`config.mk`:
```
export PLATFORM = sky130hd
export DESIGN_NAME = id_ex_reg
export DESIGN_NICKNAME = d
export VERILOG_FILES = /design/src/rtl/id_ex_reg.sv
export SDC_FILE = /design/constraint.sdc
export NUM_CORES = 1
export LEC_CHECK = 0
export ABC_AREA = 1
export ABC_CLOCK_PERIOD_IN_PS = 800
export CAP_MARGIN = 20
export CORE_ASPECT_RATIO = 0.7
export CORE_MARGIN = 2
export CORE_UTILIZATION = 37
export CTS_BUF_LIST = sky130_fd_sc_hd__clkbuf_16
export DETAILED_ROUTE_END_ITERATION = 8
export MAX_ROUTING_LAYER = met4
export PLACE_DENSITY = 0.77
export SETUP_SLACK_MARGIN = 0.2
export SYNTH_ARGS = -nofsm -noshare
export SYNTH_HDL_FRONTEND = slang
export SYNTH_SLANG_ARGS = --single-unit
```
`constraint.sdc`:
```
create_clock -name clk -period 0.8 [get_ports clk]
set_input_delay 0.08 -clock clk [delete_from_list [all_inputs] [get_ports clk]]
set_output_delay 0.08 -clock clk [all_outputs]
set_load 0.02 [all_outputs]
```
`src/rtl/id_ex_reg.sv`:
```
// id_ex_reg: ID/EX pipeline register for a 5-stage MIPS-style core.
// Latches decoded control, operands and register fields from decode into
// execute, inserts bubbles on flush or load-use hazard, holds on stall.
// Optional feature: define HAZARD_DETECT_EN to enable load-use hazard
// detection (hazard_stall output and automatic bubble insertion). With the
// macro undefined, hazard_stall is tied to 0 and only flush makes bubbles.
module id_ex_reg #(
  parameter int DATA_W = 32
) (
  input  logic              clk,
  input  logic              rst_n,
  input  logic              stall,
  input  logic              flush,
  input  logic              RegDst,
  input  logic              Branch,
  input  logic              MemRead,
  input  logic              MemtoReg,
  input  logic              MemWrite,
  input  logic              ALUSrc,
  input  logic              RegWrite,
  input  logic [1:0]        ALUOp,
  input  logic [DATA_W-1:0] id_pc4,
  input  logic [DATA_W-1:0] id_rdata1,
  input  logic [DATA_W-1:0] id_rdata2,
  input  logic [DATA_W-1:0] id_imm,
  input  logic [4:0]        id_rs,
  input  logic [4:0]        id_rt,
  input  logic [4:0]        id_rd,
  output logic              ex_RegDst,
  output logic              ex_Branch,
  output logic              ex_MemRead,
  output logic              ex_MemtoReg,
  output logic              ex_MemWrite,
  output logic              ex_ALUSrc,
  output logic              ex_RegWrite,
  output logic [1:0]        ex_ALUOp,
  output logic [DATA_W-1:0] ex_pc4,
  output logic [DATA_W-1:0] ex_rdata1,
  output logic [DATA_W-1:0] ex_rdata2,
  output logic [DATA_W-1:0] ex_imm,
  output logic [4:0]        ex_rs,
  output logic [4:0]        ex_rt,
  output logic [4:0]        ex_rd,
  output logic              ex_valid,
  output logic              hazard_stall
);

  // Control bundle layout: {RegDst, Branch, MemRead, MemtoReg, MemWrite,
  // ALUSrc, RegWrite, ALUOp[1:0]}.
  localparam int CTL_W = 9;

  // ---- Stage p0: decode-side inputs ----
  logic [CTL_W-1:0]  ctl_p0;
  logic              bubble_p0;

  // ---- Stage p1: EX-side registered entry ----
  logic [CTL_W-1:0]  ctl_p1;
  logic [DATA_W-1:0] pc4_p1;
  logic [DATA_W-1:0] rdata1_p1;
  logic [DATA_W-1:0] rdata2_p1;
  logic [DATA_W-1:0] imm_p1;
  logic [4:0]        rs_p1;
  logic [4:0]        rt_p1;
  logic [4:0]        rd_p1;
  logic              vld_p1;

  assign ctl_p0 = {RegDst, Branch, MemRead, MemtoReg, MemWrite,
                   ALUSrc, RegWrite, ALUOp};

`ifdef HAZARD_DETECT_EN
  // Load-use hazard: the load now in EX writes a register the decoding
  // instruction reads. $zero never creates a dependency. Because the bubble
  // this triggers clears the MemRead bit, the flag lasts one cycle per load
  // unless stall holds the entry in place.
  always_comb begin
    hazard_stall = vld_p1 & ctl_p1[6] & (rt_p1 != 5'd0) &
                   ((rt_p1 == id_rs) | (rt_p1 == id_rt));
  end
`else
  // Hazard detection disabled: never request an upstream hold.
  always_comb begin
    hazard_stall = 1'b0;
  end
`endif

  assign bubble_p0 = hazard_stall;

  // Entry update: reset, flush-bubble, hold, hazard-bubble, then normal load.
  // Bubbles still capture data fields; only control and valid are cleared.
  always_ff @(posedge clk) begin
    if (!rst_n) begin
      ctl_p1    <= '0;
      vld_p1    <= 1'b0;
      pc4_p1    <= '0;
      rdata1_p1 <= '0;
      rdata2_p1 <= '0;
      imm_p1    <= '0;
      rs_p1     <= '0;
      rt_p1     <= '0;
      rd_p1     <= '0;
    end else if (flush || (!stall && bubble_p0)) begin
      ctl_p1    <= '0;
      vld_p1    <= 1'b0;
      pc4_p1    <= id_pc4;
      rdata1_p1 <= id_rdata1;
      rdata2_p1 <= id_rdata2;
      imm_p1    <= id_imm;
      rs_p1     <= id_rs;
      rt_p1     <= id_rt;
      rd_p1     <= id_rd;
    end else if (!stall) begin
      ctl_p1    <= ctl_p0;
      vld_p1    <= 1'b1;
      pc4_p1    <= id_pc4;
      rdata1_p1 <= id_rdata1;
      rdata2_p1 <= id_rdata2;
      imm_p1    <= id_imm;
      rs_p1     <= id_rs;
      rt_p1     <= id_rt;
      rd_p1     <= id_rd;
    end
  end

  // ---- Stage p1 outputs: straight from registers, no id_* feed-through ----
  assign {ex_RegDst, ex_Branch, ex_MemRead, ex_MemtoReg, ex_MemWrite,
          ex_ALUSrc, ex_RegWrite, ex_ALUOp} = ctl_p1;
  assign ex_pc4    = pc4_p1;
  assign ex_rdata1 = rdata1_p1;
  assign ex_rdata2 = rdata2_p1;
  assign ex_imm    = imm_p1;
  assign ex_rs     = rs_p1;
  assign ex_rt     = rt_p1;
  assign ex_rd     = rd_p1;
  assign ex_valid  = vld_p1;

endmodule

```
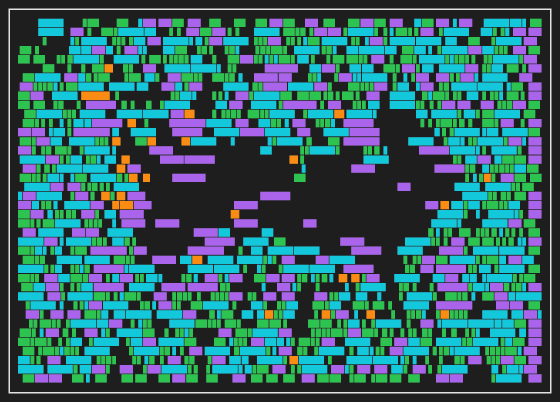
Run 1: cells by drive strength
legend:
  x1 and smaller:
    colour: green
    cells: 684
    share: 53%
  x3 and x4:
    colour: orange
    cells: 28
    share: 2.2%
  x6 and larger:
    colour: purple
    cells: 220
    share: 17%
  x2:
    colour: cyan
    cells: 367
    share: 28%

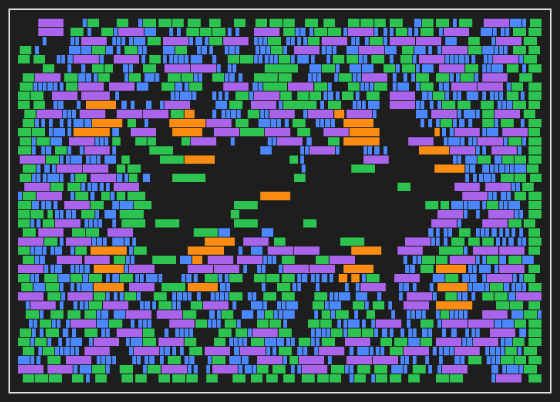
Run 1: placement by cell class
legend:
  remaining logic cells:
    colour: blue
    cells: 749
    share_of_their_area: 30%
  sequential cells:
    colour: purple
    cells: 153
    share_of_their_area: 28%
  remaining buffers and delay cells:
    colour: green
    cells: 368
    share_of_their_area: 36%
  clock drivers and dummy loads:
    colour: orange
    cells: 29
    share_of_their_area: 5.7%

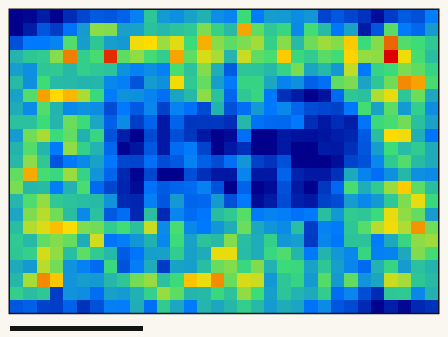
Run 1: signal metal coverage by tile
Bar = 50 µm. 32 x 23 tiles, from dark blue (low) to red (high), scaled to the fullest tile. Values are wire area over tile area, all layers added.
tiles over half the peak: 22%
emptiest ninth of the die: middle
nearly empty tiles: 3.5%
mean over tiles: 0.20
fullest tile: 0.56

==> Changelog: implementation, run 1 <==
## Flow update

- Outcome: finished with violations
- Violations in the final reports: setup timing
- Startpoint kind of the worst setup timing path: register
- Number of setup violations in the final report: 157
- HPWL Detailed: 13,950 µm
- Number of buffers inserted by post-CTS setup repair: 10
- WL met1: 9913 µm
- Design Area, Final: 0.01175 mm²
- Power per cell area: 1946 mW/mm²
- Part of the total power dissipated in the clock network: 0.396
- Total of fill cells in the finished design: 1,328
- Grt peak-use layer: met2
- Tally of yosys warning messages: 0
- Number of detailed-route iterations in the first pass: 4
- Worst setup slack after layout: -0.1831 ns
- Largest net degree at the start of global routing: 48
- Clock sink count: 153
- Tmin final: 0.9831 ns
- Total negative slack for setup checks: -23.23 ns
- Worst Hold Path EP: ex_rdata2[19]$_SDFFE_PN0P_
- Met1 routing resource usage after global routing: 0.2848
- Final Hold Slack: 0.02971 ns
==> run 2: changes to the inputs <==
- GPL_ROUTABILITY_DRIVEN: not set -> 0
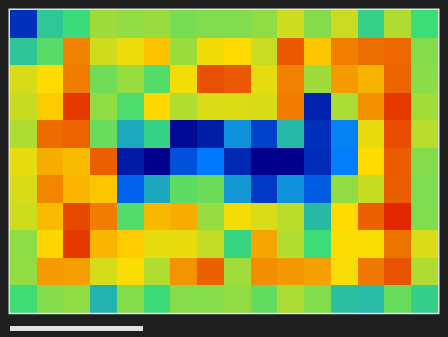
Run 2: cell density map
Bar = 50 µm. 16 x 11 tiles, from dark blue (low) to red (high), 0 to 100% covered.
fullest tile: 96%
nearly empty tiles: 2.3%
mean over tiles: 62%
tiles over 75% full: 32%
emptiest ninth of the die: middle

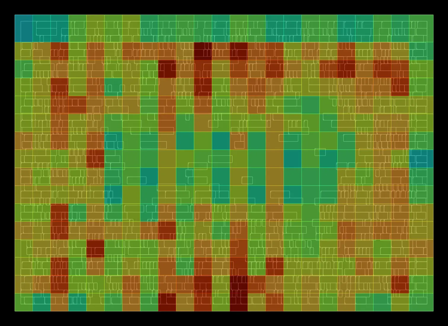
Run 2: routing congestion
grt peak-use layer: met2
global-route track usage on met2: 0.3777
final core utilization: 0.6907

==> run 2 against run 1 <==
Against the previous run:
- the run still ends with setup timing left
- combinational power barely moved
- flip-flop count unchanged
- area after synthesis did not move
- cell count stayed put
- critical path depth unchanged
- worst hold slack did not move
- maximum frequency unchanged
- power unchanged
- largest power group unchanged
- first-iteration DRC count stayed put
==> Changelog: implementation, run 2 <==
## Flow update

- Core Footprint: 0.01702 mm²
- WL met1: 9913 µm (unchanged)
- Worst setup slack after layout: -0.1831 ns (unchanged)
- Post-Place Cell Area: 0.009851 mm²
- Standby leakage power: 5.373 nW
- Initial DRC Count: 557
- Tally of yosys warning messages: 0 (unchanged)
- Met1 routing resource usage after global routing: 0.2848 (unchanged)
- Startpoint kind of the worst setup timing path: register
- Count of buffer and inverter cells on the critical path: 1
- Top routing layer in use: met4
- Number of buffers inserted by post-CTS setup repair: 10 (unchanged)
- H-tree levels: 4
- Setup Crit Path Kind: reg2out
- Design Area, Final: 0.01175 mm² (unchanged)
- Kind of path behind the tightest hold check: in2reg
- HPWL Detailed: 13,950 µm (unchanged)
- Vias in the first global route: 6,665
- Combinational Power Share: 0.222
- Power per cell area: 1946 mW/mm² (unchanged)
- Largest contributor to cell area by class: buffers
- Part of the total power dissipated in the clock network: 0.396 (about the same)
- Fraction of synthesized area in multiplexers: 0
- Violations in the final reports: setup timing
- Yosys top cell by instances: sky130_fd_sc_hd__nor2_1
- Outcome: finished with violations
- Post-layout period usage: 1.229
- Largest net degree at the start of global routing: 48 (unchanged)
- Initial Util: 0.3757
- Worst Hold Path EP: ex_rdata2[19]$_SDFFE_PN0P_
- Tmin final: 0.9831 ns (unchanged)
- Total negative slack for setup checks: -23.23 ns (unchanged)
- Number of detailed-route iterations in the first pass: 4 (unchanged)
- Total of fill cells in the finished design: 1,328 (unchanged)
- PnR Total Power: 22.87 mW
- Post-Synth Simple-Gate Area: 0.3779
- Total Die Area: 0.01836 mm²
- Number of setup violations in the final report: 157 (unchanged)
- Final Hold Slack: 0.02971 ns (unchanged)
- Number of different library cells in the post-synthesis netlist: 14
- Clock sink count: 153 (unchanged)
- Highest cell delay on the worst timing path: 0.36 ns
==> run 3: changes to the inputs <==
--- a/config.mk
+++ b/config.mk
@@ -17,4 +17,5 @@
 export MAX_ROUTING_LAYER = met4
 export PLACE_DENSITY = 0.77
+export REMOVE_ABC_BUFFERS = 1
 export SETUP_SLACK_MARGIN = 0.2
 export SYNTH_ARGS = -nofsm -noshare
==> constraint.sdc (replaced) <==
create_clock -name clk -period 0.8 [get_ports clk]
set_input_delay 0.16 -clock clk [delete_from_list [all_inputs] [get_ports clk]]
set_output_delay 0.16 -clock clk [all_outputs]
set_load 0.02 [all_outputs]
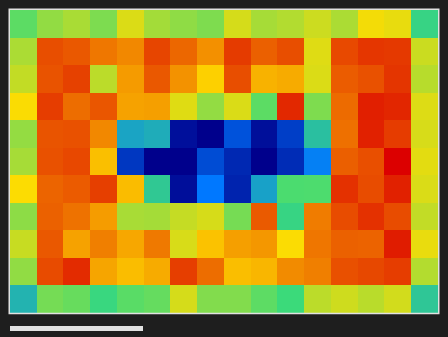
Run 3: cell density map
Bar = 50 µm. 16 x 11 tiles, from dark blue (low) to red (high), 0 to 100% covered.
nearly empty tiles: 2.3%
tiles over 75% full: 49%
fullest tile: 100%
emptiest ninth of the die: middle
mean over tiles: 70%

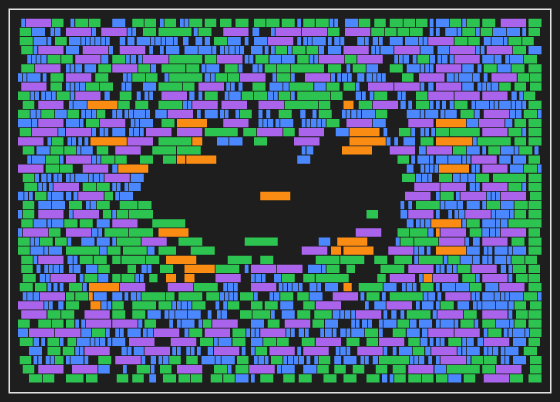
Run 3: placement by cell class
legend:
  clock drivers and dummy loads:
    colour: orange
    cells: 31
    share_of_their_area: 4.7%
  remaining buffers and delay cells:
    colour: green
    cells: 399
    share_of_their_area: 38%
  remaining logic cells:
    colour: blue
    cells: 749
    share_of_their_area: 32%
  sequential cells:
    colour: purple
    cells: 153
    share_of_their_area: 25%

==> run 3 against run 2 <==
Against the previous run:
- the flow still finishes with violations (setup timing)
- sequential power barely moved
- clock skew is the same
- non-clock buffer count grew 31
- cell count grew 2.1%
- via count rose by 8.0%
- worst hold slack better by 0.036 ns
- core utilization rose by 8.1 points
- power up 1.9%
- worst setup slack worse by 0.10 ns
- combinational power up 22%
- clock power shrank 7.0%
- cell area is 12% higher
- critical endpoint is now ex_rdata2[5]
==> Changelog: implementation, run 3 <==
## Flow update

- Startpoint kind of the worst setup timing path: register
- Total Die Area: 0.01836 mm² (unchanged)
- H-tree levels: 4 (unchanged)
- HPWL Detailed: 13,940 µm (about the same)
- Outcome: finished with violations
- Setup skew after layout: 0 ns
- Worst Hold Path EP: ex_rdata2[4]$_SDFFE_PN0P_
- Fraction of synthesized area in multiplexers: 0 (unchanged)
- Initial Util: 0.3757 (unchanged)
- Number of setup violations in the final report: 155 (-1.3%)
- Power per cell area: 1775 mW/mm² (-8.8%)
- Top routing layer in use: met4
- Final Hold Slack: 0.06606 ns (+0.03634 ns)
- Combinational Power Share: 0.265 (+0.043)
- Total of fill cells in the finished design: 1,013 (-24%)
- Total negative slack for setup checks: -36.19 ns (-12.96 ns)
- Number of different library cells in the post-synthesis netlist: 14 (unchanged)
- Setup Crit Path Kind: reg2out
- Tally of yosys warning messages: 0 (unchanged)
- WL met1: 10,980 µm (+11%)
- Design Area, Final: 0.01314 mm² (+12%)
- Part of the total power dissipated in the clock network: 0.362 (-0.034)
- Standby leakage power: 5.766 nW (+7.3%)
- Number of buffers inserted by post-CTS setup repair: 15 (+5)
- Kind of path behind the tightest hold check: in2reg
- Violations in the final reports: setup timing
- Met1 routing resource usage after global routing: 0.3167 (+0.03191)
- Worst setup slack after layout: -0.2826 ns (-0.09957 ns)
- Initial DRC Count: 590 (+5.9%)
- Post-Place Cell Area: 0.009905 mm² (+0.55%)
- Largest net degree at the start of global routing: 48 (unchanged)
- Yosys top cell by instances: sky130_fd_sc_hd__nor2_1
- Post-layout period usage: 1.353 (+0.1245)
- Final core utilization: 0.7719 (+0.08125)
- Vias in the first global route: 6,979 (+4.7%)
Power figures rest on the tool's default switching activity, not on a simulated workload.
